===== config.mk =====
export PLATFORM = sky130hd
export DESIGN_NAME = alu_serial_ctrl
export DESIGN_NICKNAME = d
export VERILOG_FILES = /design/src/rtl/alu_serial_ctrl_pkg.sv /design/src/rtl/alu_serial_ctrl_alu_1bit.sv /design/src/rtl/alu_serial_ctrl.sv
export SDC_FILE = /design/constraint.sdc
export NUM_CORES = 1
export LEC_CHECK = 0
export CAP_MARGIN = 20
export CORE_ASPECT_RATIO = 1.2
export CORE_MARGIN = 5
export CORE_UTILIZATION = 57
export CTS_CLUSTER_DIAMETER = 60
export CTS_CLUSTER_SIZE = 14
export DETAILED_ROUTE_END_ITERATION = 6
export PLACE_DENSITY = 0.81
export SLEW_MARGIN = 15
export SYNTH_ARGS = -nofsm -noshare
export SYNTH_HDL_FRONTEND = slang
export SYNTH_HIERARCHICAL = 1
export SYNTH_SLANG_ARGS = --single-unit

===== constraint.sdc =====
create_clock -name clk -period 8.3 [get_ports clk]
set_input_delay 0.83 -clock clk [delete_from_list [all_inputs] [get_ports clk]]
set_output_delay 0.83 -clock clk [all_outputs]
set_load 0.02 [all_outputs]

===== src/rtl/alu_serial_ctrl_pkg.sv =====
// Shared definitions for the bit-serial ALU sequencer: funct codes, FSM states,
// 1-bit slice operation select and small decode helpers.
package alu_serial_ctrl_pkg;

  localparam logic [5:0] FUNCT_AND = 6'd36;
  localparam logic [5:0] FUNCT_OR  = 6'd37;
  localparam logic [5:0] FUNCT_ADD = 6'd32;
  localparam logic [5:0] FUNCT_SUB = 6'd34;
  localparam logic [5:0] FUNCT_SLT = 6'd42;

  typedef enum logic [1:0] {
    ST_IDLE = 2'd0,
    ST_RUN  = 2'd1,
    ST_FIX  = 2'd2,
    ST_DONE = 2'd3
  } state_t;

  typedef enum logic [1:0] {
    SLICE_AND  = 2'd0,
    SLICE_OR   = 2'd1,
    SLICE_ADD  = 2'd2,
    SLICE_LESS = 2'd3
  } slice_op_t;

  // SLT runs through the adder; the compare is resolved once the word is done.
  function automatic slice_op_t op_sel(input logic [5:0] funct);
    case (funct)
      FUNCT_AND: op_sel = SLICE_AND;
      FUNCT_OR:  op_sel = SLICE_OR;
      default:   op_sel = SLICE_ADD;
    endcase
  endfunction

  function automatic logic is_sub(input logic [5:0] funct);
    is_sub = (funct == FUNCT_SUB) || (funct == FUNCT_SLT);
  endfunction

  // Unknown codes behave as ADD, so they report overflow too.
  function automatic logic reports_ovf(input logic [5:0] funct);
    reports_ovf = !((funct == FUNCT_AND) || (funct == FUNCT_OR) || (funct == FUNCT_SLT));
  endfunction

endpackage


===== src/rtl/alu_serial_ctrl_alu_1bit.sv =====
// One-bit ALU slice: AND / OR / full-add with optional B inversion / Less pass-through.
module alu_serial_ctrl_alu_1bit
  import alu_serial_ctrl_pkg::*;
(
  input  logic      a,
  input  logic      b,
  input  logic      cin,
  input  logic      invert_b,
  input  logic      less,
  input  slice_op_t op,
  output logic      res,
  output logic      cout
);

  logic bb, sum;

  assign bb   = b ^ invert_b;
  assign sum  = a ^ bb ^ cin;
  assign cout = (a & bb) | (cin & (a ^ bb));

  always_comb begin
    res = 1'b0;
    case (op)
      SLICE_AND:  res = a & bb;
      SLICE_OR:   res = a | bb;
      SLICE_ADD:  res = sum;
      SLICE_LESS: res = less;
      default:    res = 1'b0;
    endcase
  end

endmodule


===== src/rtl/alu_serial_ctrl.sv =====
// Bit-serial ALU sequencer: one word op per WIDTH+3 cycles through a single 1-bit
// slice, LSB first, with carry held between bits and flags fixed up at the end.
module alu_serial_ctrl
  import alu_serial_ctrl_pkg::*;
#(
  parameter int WIDTH = 32
) (
  input  logic             clk,
  input  logic             rst,
  input  logic             start,
  input  logic [5:0]       Signal,
  input  logic [WIDTH-1:0] dataA,
  input  logic [WIDTH-1:0] dataB,
  output logic             busy,
  output logic             done,
  output logic [WIDTH-1:0] result,
  output logic             zero,
  output logic             overflow
);

  localparam int CW = $clog2(WIDTH);

  state_t           state, state_nxt;
  logic [WIDTH-1:0] a_sr, b_sr, res_sr;
  logic [5:0]       funct_q;
  logic             carry, inv_b, c_in_msb;
  logic [CW-1:0]    cnt;
  logic             last_bit, s_res, s_cout, ovf;
  logic [WIDTH-1:0] fix_result;

  assign last_bit = (cnt == CW'(WIDTH - 1));

  alu_serial_ctrl_alu_1bit u_slice (
    .a        (a_sr[0]),
    .b        (b_sr[0]),
    .cin      (carry),
    .invert_b (inv_b),
    .less     (1'b0),
    .op       (op_sel(funct_q)),
    .res      (s_res),
    .cout     (s_cout)
  );

  always_ff @(posedge clk or posedge rst) begin
    if (rst) state <= ST_IDLE;
    else     state <= state_nxt;
  end

  always_comb begin
    state_nxt = state;
    busy      = 1'b0;
    done      = 1'b0;
    case (state)
      ST_IDLE: if (start) state_nxt = ST_RUN;
      ST_RUN: begin
        busy = 1'b1;
        if (last_bit) state_nxt = ST_FIX;
      end
      ST_FIX: begin
        busy      = 1'b1;
        state_nxt = ST_DONE;
      end
      ST_DONE: begin
        done      = 1'b1;
        state_nxt = ST_IDLE;
      end
      default: state_nxt = ST_IDLE;
    endcase
  end

  // After the last RUN shift, res_sr[WIDTH-1] holds the sum MSB and carry the final cout.
  always_comb begin
    ovf        = c_in_msb ^ carry;
    fix_result = res_sr;
    if (funct_q == FUNCT_SLT)
      fix_result = {{(WIDTH-1){1'b0}}, res_sr[WIDTH-1] ^ ovf};
  end

  always_ff @(posedge clk or posedge rst) begin
    if (rst) begin
      a_sr     <= '0;
      b_sr     <= '0;
      res_sr   <= '0;
      funct_q  <= '0;
      carry    <= 1'b0;
      inv_b    <= 1'b0;
      c_in_msb <= 1'b0;
      cnt      <= '0;
      result   <= '0;
      zero     <= 1'b0;
      overflow <= 1'b0;
    end else begin
      case (state)
        ST_IDLE: if (start) begin
          a_sr    <= dataA;
          b_sr    <= dataB;
          funct_q <= Signal;
          cnt     <= '0;
          carry   <= is_sub(Signal);
          inv_b   <= is_sub(Signal);
        end
        ST_RUN: begin
          a_sr   <= a_sr >> 1;
          b_sr   <= b_sr >> 1;
          res_sr <= {s_res, res_sr[WIDTH-1:1]};
          carry  <= s_cout;
          cnt    <= cnt + CW'(1);
          if (last_bit) c_in_msb <= carry;
        end
        ST_FIX: begin
          result   <= fix_result;
          zero     <= (fix_result == '0);
          overflow <= reports_ovf(funct_q) & ovf;
        end
        default: ;
      endcase
    end
  end

endmodule


### Clock wires, drivers and flops, run 1

Drawn at 4 px/µm.
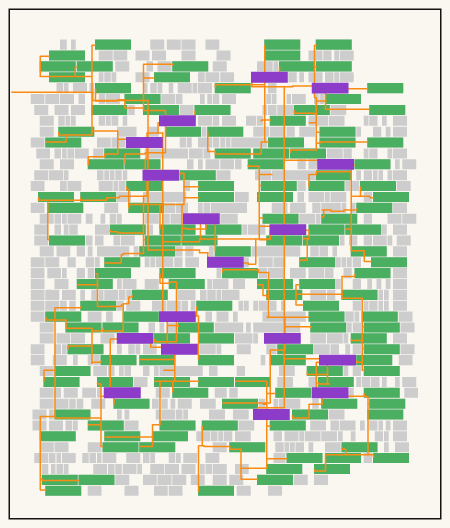
[flip-flops] green | count: 146
[clock wires] orange | length: 1610 µm
[clock-net drivers] purple | count: 17
flops lie: widely spread
routed clock nets: 18

### Cell classes on the final placement, run 1

Drawn at 3 px/µm. Fill, decap, tap and diode cells in grey.
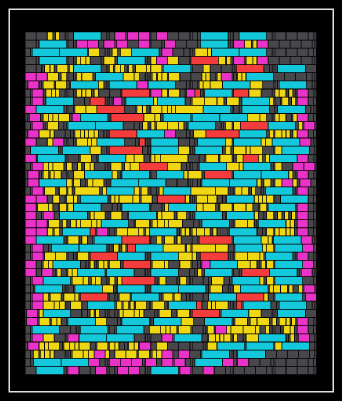
| class | colour | cells |
|---|---|---|
| remaining buffers and delay cells | magenta | 112 |
| clock drivers and dummy loads | red | 31 |
| remaining logic cells | yellow | 404 |
| sequential cells | cyan | 146 |

==> flow_summary_export.csv, run 1 <==
group,metric,value,unit
yosys,logic_family,"multiplexers",
final_layout,seq_share,44.10,%
final_layout,final_util,74.72,%
job,maxCapViolations,0,
final_layout,clock_cell_area_share,7.838,%
grt,antenna_found_initial,0,
min_path,min_to,"b_sr[2]",
clock_tree,htree_levels,4,
worst_setup_path,cp-end-kind,"flip-flop",
clock_tree,cts_tree,"yes",
floorplan,rows,42,
outcome,status,"complete, no violations",
final_layout,largest_class,"registers",
routing,antenna_left,0,
power_and_ir_drop,ir_drop,0.2943,mV
routing,routed_wl,12790,µm
worst_setup_path,rr_endpoint,"cnt[2]",
yosys,common_cells,"146 x dfrtp_1, 103 x nand2_1, 68 x o21ai_0",
routing,drtIter0Drc,157,
worst_setup_path,path_delay_family,"multiplexers",
final_timing,setup_ws,5140,ps
final_timing,skew,6.448,ps
yosys,synth_cell_types,37,
final_layout,fin_area,8285,µm²
final_layout,ff_latch_area,3654,µm²
floorplan,floorplan.core_util,58.62,%
final_layout,layout_top_cells,"146 x dfrtp_1, 108 x clkdlybuf4s50_1, 103 x nand2_1",
place,numPortBuffers,108,
yosys,ys_area,6500,µm²
power_and_ir_drop,sw_frac_of_total,34.51,%
routing,wl_met2,6721,µm
clock_tree,insertion_delay,410,ps
yosys,syn-cell-area,6500,µm²
final_layout,nClkBuffers,20,
place,routabilityCongestion,0.7740,
grt,grt_pass1_vias,4568,
yosys,ys_sh_simple,9.240,%
yosys,compound_area_share,9.644,%
final_layout,final_common_cell,"dfrtp_1",
worst_setup_path,arrival,3450,ps
final_timing,rsz0062_at_grt,"no",
job,warnings,31,
yosys,syn_area_per_cell,11.05,µm²
yosys,ys_sh_mux,17.31,%
yosys,synth_warnings,6,
clock_tree,cts-resized-gates,0,
routing,wl_met3,497,µm
yosys,top_area_share,56.21,%
grt,met2_usage,33.49,%
routing,detail_route.first_pass.iterations,5,
worst_setup_path,critical_path.endpoint,"cnt[2]",
grt,use_met1,24.03,%
routing,m1WireLength,5367,µm
final_layout,flop-count,146,
worst_setup_path,worst_r2r_startpoint,"state[1]",
power_and_ir_drop,power,3.189,mW
clock_tree,clockRootBuffer,"clkbuf_16",
yosys,fp_nets,670,
min_path,min_path_cells,2,
grt,grt_max_degree,94,
final_layout,final_cells,847,
yosys,synth-edff-count,0,
grt,grt_pass1_wl,21290,µm
worst_setup_path,cp-start-kind,"flip-flop",
floorplan,fp.dieArea,13650,µm²
worst_setup_path,cp.buffers_inverters,2,
### Signal wires on met2, run 1

Drawn at 4 px/µm. Cells faint in the background.
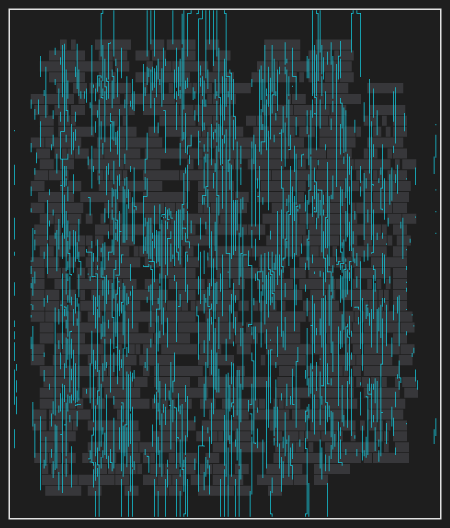
wire length on this layer: 6720 µm
nets with wire on the layer: 641
share of all routed wire: 53%
main direction: vertical
longest straight run: 38.8 µm

### Wires at chosen ports, followed through buffers, run 1

Drawn at 3 px/µm.
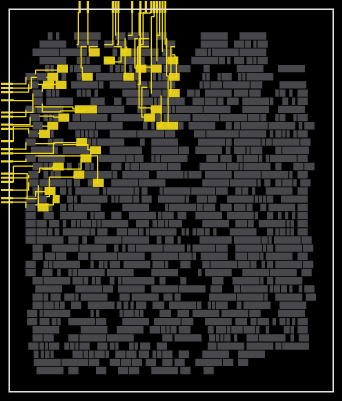

==> run 1 -> run 2 <==
--- a/config.mk
+++ b/config.mk
@@ -8,11 +8,11 @@
 export CAP_MARGIN = 20
 export CORE_ASPECT_RATIO = 1.2
 export CORE_MARGIN = 5
-export CORE_UTILIZATION = 57
+export CORE_UTILIZATION = 53
 export CTS_CLUSTER_DIAMETER = 60
 export CTS_CLUSTER_SIZE = 14
 export DETAILED_ROUTE_END_ITERATION = 6
-export PLACE_DENSITY = 0.81
+export PLACE_DENSITY = 0.76
 export SLEW_MARGIN = 15
 export SYNTH_ARGS = -nofsm -noshare
 export SYNTH_HDL_FRONTEND = slang
==> constraint.sdc (replaced) <==
create_clock -name clk -period 3.3 [get_ports clk]
set_input_delay 0.33 -clock clk [delete_from_list [all_inputs] [get_ports clk]]
set_output_delay 0.33 -clock clk [all_outputs]
set_load 0.02 [all_outputs]
### Wires at chosen ports, followed through buffers, run 2

Drawn at 3 px/µm.
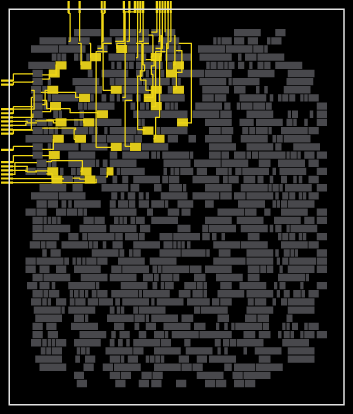
| port | colour | bits | direction | end cells | buffers | wire |
|---|---|---|---|---|---|---|
| dataB | yellow | 32 | input | 32 | 32 | 843 µm |

==> run 2 against run 1 <==
  * Final cell count is 1.1% higher
  * Sequential share of layout area increased by 0.053 points
  * Design area shrank 0.12%
  * Core utilization decreased by 6.1 points
  * Worst hold slack got worse by 42 ps
  * Combinational power grew to 2.5 times the previous value
  * Count of clock-buffer cells in the layout is the same
  * Non-clock buffer count up 4
  * First-iteration DRC count grew 18%
  * Critical endpoint is now a_sr[27]
==> flow_summary_export.csv, run 2 <==
group,metric,value,unit
final_layout,final_cells,856,
yosys,top_area_share,56.21,%
yosys,compound_area_share,9.644,%
final_timing,relSlewSlack,41.34,%
grt,grt_max_degree,147,
grt,use_met1,22.19,%
job,warnings,33,
routing,wl_met3,574,µm
final_layout,largest_class,"registers",
yosys,logic_family,"multiplexers",
worst_setup_path,rr_endpoint,"a_sr[27]",
yosys,ys_sh_mux,17.31,%
power_and_ir_drop,ir_drop,0.4172,mV
yosys,fp_nets,670,
worst_setup_path,cp-start-kind,"flip-flop",
final_layout,final_common_cell,"dfrtp_1",
final_layout,ff_latch_area,3654,µm²
final_timing,skew,8.872,ps
worst_setup_path,critical_path.endpoint,"a_sr[27]",
routing,detail_route.first_pass.iterations,4,
worst_setup_path,worst_r2r_startpoint,"state[1]",
grt,antenna_found_initial,0,
final_timing,whs,438.2,ps
routing,routed_via_density,5.242,
final_layout,seq_share,44.15,%
power_and_ir_drop,power,7.866,mW
worst_setup_path,cp.buffers_inverters,2,
yosys,syn_area_per_cell,11.05,µm²
routing,wl_met2,6657,µm
yosys,ys_area,6500,µm²
grt,met2_usage,31.68,%
floorplan,rows,44,
clock_tree,insertion_delay,410,ps
clock_tree,cts_tree,"yes",
worst_setup_path,path_delay_family,"buffers and inverters",
routing,drtIter0Drc,185,
clock_tree,htree_levels,4,
worst_setup_path,cp-end-kind,"flip-flop",
place,numPortBuffers,108,
floorplan,fp.dieArea,14590,µm²
final_layout,final_util,68.64,%
floorplan,core-area,12060,µm²
yosys,ys_sh_simple,9.240,%
final_layout,clock_cell_area_share,7.242,%
floorplan,floorplan.core_util,53.91,%
final_layout,nClkBuffers,20,
routing,m1WireLength,5437,µm
routing,antenna_left,0,
routing,routed_wl,12790,µm
yosys,area_leaders,"dfrtp_1 56%, mux2i_1 9.9%, mux2_2 6.8%",
grt,grt_pass1_vias,4640,
yosys,syn-cell-area,6500,µm²
job,maxCapViolations,0,
outcome,status,"complete, no violations",
final_timing,setup_ws,985.5,ps
worst_setup_path,arrival,2570,ps
clock_tree,cts-resized-gates,0,
yosys,synth_warnings,6,
final_layout,nNonClkInverters,39,
final_layout,flop-count,146,
min_path,hold_class,"in -> async",
final_layout,layout_top_cells,"146 x dfrtp_1, 108 x clkdlybuf4s50_1, 103 x nand2_1",
place,routabilityCongestion,0.7318,
place,placedCellCount,827,
yosys,common_cells,"146 x dfrtp_1, 103 x nand2_1, 68 x o21ai_0",
### Signal wires on met2, run 2

Drawn at 4 px/µm. Cells faint in the background.
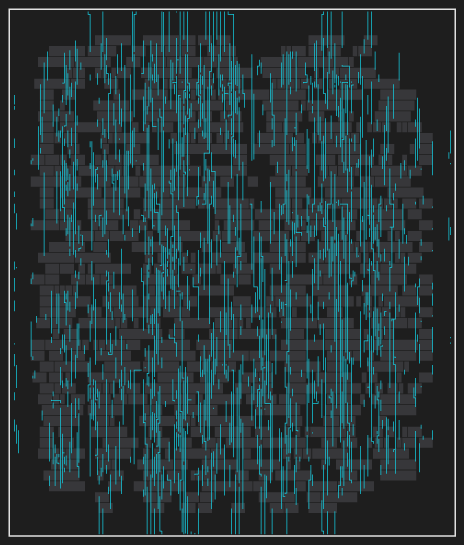
main direction: vertical
share of all routed wire: 52%
longest straight run: 45.2 µm

Power figures rest on the tool's default switching activity, not on a simulated workload.
